==> config.mk <==
export PLATFORM = sky130hd
export DESIGN_NAME = sound_sequencer_flat
export DESIGN_NICKNAME = d
export VERILOG_FILES = /design/src/rtl/sound_sequencer_if.sv /design/src/rtl/sound_sequencer.sv /design/src/flat_wrapper.sv
export SDC_FILE = /design/constraint.sdc
export NUM_CORES = 1
export LEC_CHECK = 0
export ABC_CLOCK_PERIOD_IN_PS = 6700
export CORE_ASPECT_RATIO = 0.5
export CORE_MARGIN = 2
export CORE_UTILIZATION = 53
export CTS_CLUSTER_DIAMETER = 50
export DETAILED_ROUTE_END_ITERATION = 10
export PLACE_DENSITY = 0.73
export SYNTH_ARGS = -nofsm -noshare
export SYNTH_HDL_FRONTEND = slang
export SYNTH_SLANG_ARGS = --single-unit
==> constraint.sdc <==
create_clock -name i_clk -period 6.7 [get_ports i_clk]
set_clock_uncertainty 0.15 [all_clocks]
set_input_delay 1.005 -clock i_clk [delete_from_list [all_inputs] [get_ports i_clk]]
set_output_delay 1.005 -clock i_clk [all_outputs]
set_load 0.02 [all_outputs]
==> src/rtl/sound_sequencer_if.sv <==
// Sound request/status bundle between the game logic and the tone sequencer.
//
// Handshake: req is a fire-and-forget strobe with no ready. Each req bit is
// a one-cycle pulse that the sequencer latches into its pending set.
// ack is the one-cycle, one-hot acceptance pulse for the granted source.
// Status lines (grant, busy, done, dac_code) are registered level/pulse
// outputs and need no handshake.
interface sound_sequencer_if;
  logic [2:0] req;
  logic [2:0] ack;
  logic [2:0] grant;
  logic       busy;
  logic       done;
  logic [7:0] dac_code;

  modport master (output req, input ack, input grant, input busy, input done, input dac_code);
  modport slave  (input req, output ack, output grant, output busy, output done, output dac_code);
endinterface

==> src/rtl/sound_sequencer.sv <==
// Three-source priority tone sequencer driving a sigma-delta DAC input.
// Source 0 (score) beats source 1 (paddle) beats source 2 (wall). A tone is
// a square wave about mid-scale; each completed or abandoned tone is either
// followed by a silent gap or replaced immediately by a higher-priority tone.
module sound_sequencer #(
  parameter int TICK_DIV  = 250,
  parameter int HALF_P0   = 40,
  parameter int HALF_P1   = 20,
  parameter int HALF_P2   = 30,
  parameter int DUR0      = 2000,
  parameter int DUR1      = 500,
  parameter int DUR2      = 300,
  parameter int GAP_TICKS = 50,
  parameter int AMP       = 96
) (
  input  logic              i_clk,
  input  logic              i_rst_n,
  sound_sequencer_if.slave  bus,
  output logic [1:0]        o_state
);

  typedef enum logic [1:0] {S_IDLE = 2'd0, S_PLAY = 2'd1, S_GAP = 2'd2} state_t;

  localparam logic [15:0] TICK_LAST = 16'(TICK_DIV - 1);
  localparam logic [7:0]  HP0       = 8'(HALF_P0);
  localparam logic [7:0]  HP1       = 8'(HALF_P1);
  localparam logic [7:0]  HP2       = 8'(HALF_P2);
  localparam logic [11:0] DL0       = 12'(DUR0);
  localparam logic [11:0] DL1       = 12'(DUR1);
  localparam logic [11:0] DL2       = 12'(DUR2);
  localparam logic [7:0]  GAP_LAST  = 8'(GAP_TICKS - 1);
  localparam logic [7:0]  DAC_MID   = 8'd128;
  localparam logic [7:0]  DAC_HI    = 8'(128 + AMP);
  localparam logic [7:0]  DAC_LO    = 8'(128 - AMP);

  state_t      r_state, w_state_n;
  logic [15:0] r_pre;
  logic [2:0]  r_pend, w_pend_n;
  logic [7:0]  r_half, w_half_n;
  logic [11:0] r_dur, w_dur_n;
  logic [7:0]  r_gap, w_gap_n;
  logic        r_phase, w_phase_n;
  logic [2:0]  r_ack, w_ack_n;
  logic [2:0]  r_grant, w_grant_n;
  logic        r_done, w_done_n;
  logic        r_busy, w_busy_n;
  logic [7:0]  r_dac, w_dac_n;

  logic        w_tick;
  logic [2:0]  w_req_eff;
  logic [2:0]  w_arb;
  logic [2:0]  w_win;
  logic [2:0]  w_higher;
  logic [7:0]  w_half_lim;
  logic [11:0] w_dur_lim;

  // Free-running prescaler; the tick is its terminal count.
  always_ff @(posedge i_clk) begin
    if (!i_rst_n)            r_pre <= 16'd0;
    else if (r_pre == TICK_LAST) r_pre <= 16'd0;
    else                     r_pre <= r_pre + 16'd1;
  end

  assign w_tick = (r_pre == TICK_LAST);

  // Arbitration: a repeat request from the source already playing is
  // dropped; everything else joins the pending set, lowest index wins.
  always_comb begin
    w_req_eff = bus.req & ((r_state == S_PLAY) ? ~r_grant : 3'b111);
    w_arb     = r_pend | w_req_eff;
    w_higher  = w_arb & (r_grant - 3'd1);
    w_win     = 3'b000;
    if (w_arb[0])      w_win = 3'b001;
    else if (w_arb[1]) w_win = 3'b010;
    else if (w_arb[2]) w_win = 3'b100;
  end

  // Per-source tone shape selected by the current grant.
  always_comb begin
    w_half_lim = HP0;
    w_dur_lim  = DL0;
    case (r_grant)
      3'b010:  begin w_half_lim = HP1; w_dur_lim = DL1; end
      3'b100:  begin w_half_lim = HP2; w_dur_lim = DL2; end
      default: begin w_half_lim = HP0; w_dur_lim = DL0; end
    endcase
  end

  // Next-state and next-output logic; every output is registered below.
  always_comb begin
    w_state_n = r_state;
    w_pend_n  = r_pend | w_req_eff;
    w_half_n  = r_half;
    w_dur_n   = r_dur;
    w_gap_n   = r_gap;
    w_phase_n = r_phase;
    w_grant_n = r_grant;
    w_ack_n   = 3'b000;
    w_done_n  = 1'b0;
    case (r_state)
      S_IDLE: begin
        if (w_arb != 3'b000) begin
          w_state_n = S_PLAY;
          w_grant_n = w_win;
          w_ack_n   = w_win;
          w_pend_n  = w_pend_n & ~w_win;
          w_half_n  = 8'd0;
          w_dur_n   = 12'd0;
          w_phase_n = 1'b1;
        end
      end
      S_PLAY: begin
        if (w_higher != 3'b000) begin
          // Preemption abandons the current tone without a done pulse.
          w_grant_n = w_win;
          w_ack_n   = w_win;
          w_pend_n  = w_pend_n & ~w_win;
          w_half_n  = 8'd0;
          w_dur_n   = 12'd0;
          w_phase_n = 1'b1;
        end else if (w_tick) begin
          if (r_dur == w_dur_lim - 12'd1) begin
            w_state_n = S_GAP;
            w_done_n  = 1'b1;
            w_grant_n = 3'b000;
            w_gap_n   = 8'd0;
          end else begin
            w_dur_n = r_dur + 12'd1;
          end
          if (r_half == w_half_lim - 8'd1) begin
            w_half_n  = 8'd0;
            w_phase_n = ~r_phase;
          end else begin
            w_half_n = r_half + 8'd1;
          end
        end
      end
      S_GAP: begin
        if (w_tick) begin
          if (r_gap == GAP_LAST) w_state_n = S_IDLE;
          else                   w_gap_n   = r_gap + 8'd1;
        end
      end
      default: w_state_n = S_IDLE;
    endcase
    w_busy_n = (w_state_n != S_IDLE);
    if (w_state_n == S_PLAY) w_dac_n = w_phase_n ? DAC_HI : DAC_LO;
    else                     w_dac_n = DAC_MID;
  end

  // State and registered outputs.
  always_ff @(posedge i_clk) begin
    if (!i_rst_n) begin
      r_state <= S_IDLE;
      r_pend  <= 3'b000;
      r_half  <= 8'd0;
      r_dur   <= 12'd0;
      r_gap   <= 8'd0;
      r_phase <= 1'b0;
      r_ack   <= 3'b000;
      r_grant <= 3'b000;
      r_done  <= 1'b0;
      r_busy  <= 1'b0;
      r_dac   <= DAC_MID;
    end else begin
      r_state <= w_state_n;
      r_pend  <= w_pend_n;
      r_half  <= w_half_n;
      r_dur   <= w_dur_n;
      r_gap   <= w_gap_n;
      r_phase <= w_phase_n;
      r_ack   <= w_ack_n;
      r_grant <= w_grant_n;
      r_done  <= w_done_n;
      r_busy  <= w_busy_n;
      r_dac   <= w_dac_n;
    end
  end

  assign bus.ack      = r_ack;
  assign bus.grant    = r_grant;
  assign bus.busy     = r_busy;
  assign bus.done     = r_done;
  assign bus.dac_code = r_dac;
  assign o_state      = r_state;

endmodule

==> src/flat_wrapper.sv <==
// flat-port wrapper written by rule: the top's interface ports become plain ports
module sound_sequencer_flat 
#(
  parameter int TICK_DIV  = 250,
  parameter int HALF_P0   = 40,
  parameter int HALF_P1   = 20,
  parameter int HALF_P2   = 30,
  parameter int DUR0      = 2000,
  parameter int DUR1      = 500,
  parameter int DUR2      = 300,
  parameter int GAP_TICKS = 50,
  parameter int AMP       = 96
)
  (i_clk, i_rst_n, o_state, bus_req, bus_ack, bus_grant, bus_busy, bus_done, bus_dac_code);
  sound_sequencer_if bus_i ();
  input  logic i_clk;
  input  logic i_rst_n;
  output logic [1:0] o_state;
  input wire logic [$bits(bus_i.req)-1:0] bus_req;
  output wire logic [$bits(bus_i.ack)-1:0] bus_ack;
  output wire logic [$bits(bus_i.grant)-1:0] bus_grant;
  output wire logic [$bits(bus_i.busy)-1:0] bus_busy;
  output wire logic [$bits(bus_i.done)-1:0] bus_done;
  output wire logic [$bits(bus_i.dac_code)-1:0] bus_dac_code;
  assign bus_i.req = bus_req;
  assign bus_ack = bus_i.ack;
  assign bus_grant = bus_i.grant;
  assign bus_busy = bus_i.busy;
  assign bus_done = bus_i.done;
  assign bus_dac_code = bus_i.dac_code;
  sound_sequencer #(.TICK_DIV(TICK_DIV), .HALF_P0(HALF_P0), .HALF_P1(HALF_P1), .HALF_P2(HALF_P2), .DUR0(DUR0), .DUR1(DUR1), .DUR2(DUR2), .GAP_TICKS(GAP_TICKS), .AMP(AMP)) u_core (.i_clk(i_clk), .i_rst_n(i_rst_n), .bus(bus_i), .o_state(o_state));
endmodule
==> Slide: Implementation Results, run 1 <==
Implementation Results

Worst setup path
  – Highest cell delay on the worst timing path: 640 ps
  – Reg-to-Reg Start: u_core.bus.grant[0]
  – WP depth: 9
  – Critical path, cell by cell: inv_1, ha_1, mux2i_2, ha_1, xnor2_1, nor3_1, o2111ai_1, o21ai_1, nor2_1
  – Setup crit end kind: register
  – Worst Setup EP: u_core.r_gap[0]
  – R2R cell count: 9
  – Cell mode on critical path: ha_1

Synth
  – Synth Register Bits: ~61
  – Synthesized area per cell: 8.69 µm²
  – Synth top area share: 37.6%
  – Yosys warning count: 0
  – Commonest cells post-synth: 61 x dfxtp_1, 37 x nor2_1, 22 x nand2_1, 20 x nand3_1, 19 x nand4_1

Final timing
  – Final Max Slew Viols: 0
  – TNS Setup: 0 ps
  – Tcrit/Tclk final: between 50% and 60%
  – WHS: about 330 ps
  – Max Fclk: 292 MHz

Clock tree
  – CTS Buf Count: 9
  – CTS clk-pin slew, worst paths: 50 ps
  – Root buf cell: clkbuf_16
  – Worst-Skew Late Latency: about 330 ps
  – CTS resizes: 0
  – H-tree depth: 3
  – Number of setup buffers added after CTS: 0

Global routing
  – Pin count of the biggest net entering global routing: 27
  – Global routing usage on met3: 9.10%

Detailed routing
  – Routed length on met3: ~540 µm
  – Drt first pass iters: 4

Layout
  – Clock buffers: 13
  – Logic Gate Count: 282
  – Top flop regs: u_core.r_pre (16), u_core.r_dur (12)
  – Register Area: 1220 µm²
  – Cell Count, Final, Fillers Out: 466
  – Clk cell area share: 7.11%
  – Combinational share of cell area: 50.8%
  – Non-clock buffer share: 4.65%

Pwr
  – Worst IR Drop VDD: 0.150 mV
  – Sequential Power Share: around 43%
  – Total combinational power: 88.5 µW

Hold path
  – Hold WC Path Type: reg2reg

Floorplanning
  – Core area: 6010 µm²

Flow run
  – Maxcap violations: 0

Placement
  – DP Area: 3400 µm²

Outcome
  – Status: finished, final reports clean
run_1/registers.png
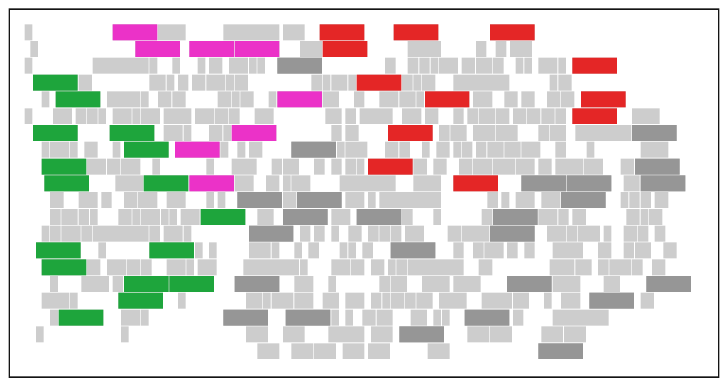
- u_core.r_pre: green (placed flops 16)
- u_core.r_gap: magenta (placed flops 8)
- u_core.r_dur: red (placed flops 12)
- not coloured: 25

run_1/met2.png
Scale bar: 20 µm.
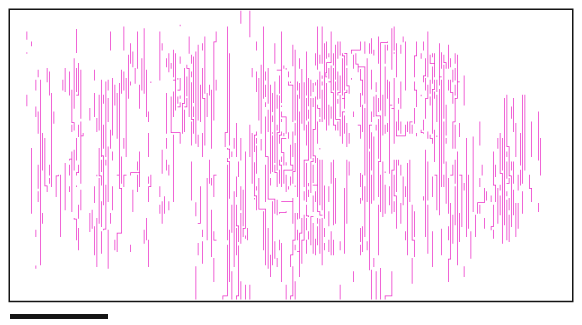
- longest straight run: 37.7 µm
- share of all routed wire: 46%
- wire length on this layer: 3490 µm
- main direction: vertical
- nets with wire on the layer: 340
GR Util met2: 39.2%
vias: 2875

run_1/metal_stack.png
Two of the layers only.
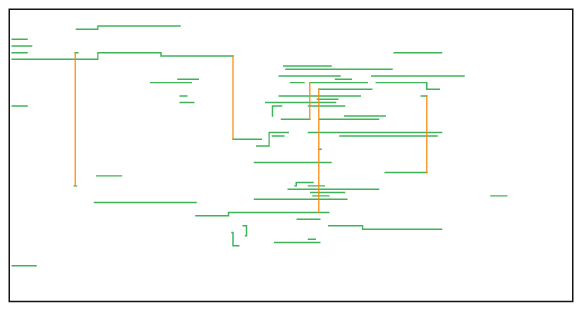
- met4: orange (wire length 92.5 µm)
- met3: green (wire length 538 µm)
final WL: 7.52 mm
wire per inst: 16.1 µm
Tot GR Track Use: 24.4%

## Run 2: what changed since run 1
--- a/config.mk
+++ b/config.mk
@@ -5,13 +5,13 @@
 export SDC_FILE = /design/constraint.sdc
 export NUM_CORES = 1
 export LEC_CHECK = 0
-export ABC_CLOCK_PERIOD_IN_PS = 6700
+export ABC_CLOCK_PERIOD_IN_PS = 2830
 export CORE_ASPECT_RATIO = 0.5
 export CORE_MARGIN = 2
 export CORE_UTILIZATION = 53
 export CTS_CLUSTER_DIAMETER = 50
 export DETAILED_ROUTE_END_ITERATION = 10
-export PLACE_DENSITY = 0.73
+export PLACE_DENSITY = 0.76
 export SYNTH_ARGS = -nofsm -noshare
 export SYNTH_HDL_FRONTEND = slang
 export SYNTH_SLANG_ARGS = --single-unit
==> constraint.sdc (replaced) <==
create_clock -name i_clk -period 2.83 [get_ports i_clk]
set_clock_uncertainty 0.15 [all_clocks]
set_input_delay 0.4245 -clock i_clk [delete_from_list [all_inputs] [get_ports i_clk]]
set_output_delay 0.4245 -clock i_clk [all_outputs]
set_load 0.02 [all_outputs]
run_2/metal_stack.png
Two of the layers only.
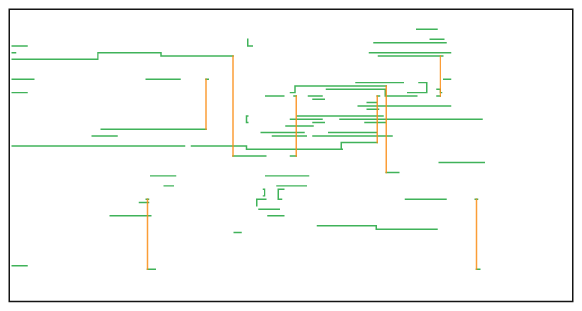
- met4: orange (wire length 107 µm)
- met3: green (wire length 530 µm)
vias: 3010
wire per inst: 16.8 µm
final WL: 8.09 mm

==> run 2 against run 1 <==
  * Setup slack worse by 3100 ps
  * Utilization up 3.7 points
  * Count of clock-buffer cells in the layout down 1
  * Non-clock buffer count up 16
  * First-iteration DRC count up 36%
  * Sequential power up 140%
  * Global-route usage up 1.0 points
  * Cell count up 3.6%
  * Combinational power rose to 2.6 times the previous value
  * Design area up 6.0%
  * Clock power rose to 3.0 times the previous value
  * Largest cell class unchanged
  * Largest power group unchanged
==> Slide: Implementation Results, run 2 <==
Implementation Results

Layout
  – Clk cell area share: 8.80%
  – Register Area: 1220 µm²
  – Cell Count, Final, Fillers Out: 483
  – Non-clock buffer share: 7.47%
  – Top flop regs: u_core.r_pre (16), u_core.r_dur (12)
  – Clock buffers: 12
  – Logic Gate Count: between 200 and 300
  – Combinational share of cell area: 48.5%

Worst setup path
  – Reg-to-Reg Start: u_core.bus.grant[1]
  – WP depth: 10
  – R2R cell count: 10
  – Setup crit end kind: register
  – Cell mode on critical path: ha_1
  – Highest cell delay on the worst timing path: 410 ps
  – Critical path, cell by cell: inv_1, ha_1, mux2i_2, ha_1, xor2_1, nor4_1, buf_4, o211a_1, a311oi_4, a21boi_1

Final timing
  – Final Max Slew Viols: 0
  – WHS: 326 ps
  – Max Fclk: 376 MHz

Pwr
  – Worst IR Drop VDD: approximately 0.4 mV
  – Total combinational power: roughly 230 µW

Synth
  – Synth top area share: 37.6%
  – Synthesized area per cell: 8.69 µm²
  – Yosys warning count: 0
  – Commonest cells post-synth: 61 x dfxtp_1, 37 x nor2_1, 22 x nand2_1, 20 x nand3_1, 19 x nand4_1

Clock tree
  – CTS resizes: 0
  – H-tree depth: 3
  – Worst-Skew Late Latency: 330 ps
  – Number of setup buffers added after CTS: 0
  – CTS Buf Count: 9
  – CTS clk-pin slew, worst paths: about 50 ps

Global routing
  – GR Util met2: 42.5%
  – Pin count of the biggest net entering global routing: 17

Outcome
  – Status: finished, final reports clean

Detailed routing
  – Drt first pass iters: 5
  – Routed length on met3: about 530 µm

Flow run
  – Maxcap violations: 0

Placement
  – DP Area: 3520 µm²

Floorplanning
  – Core area: 6010 µm²
Power and IR drop assume default switching activity.
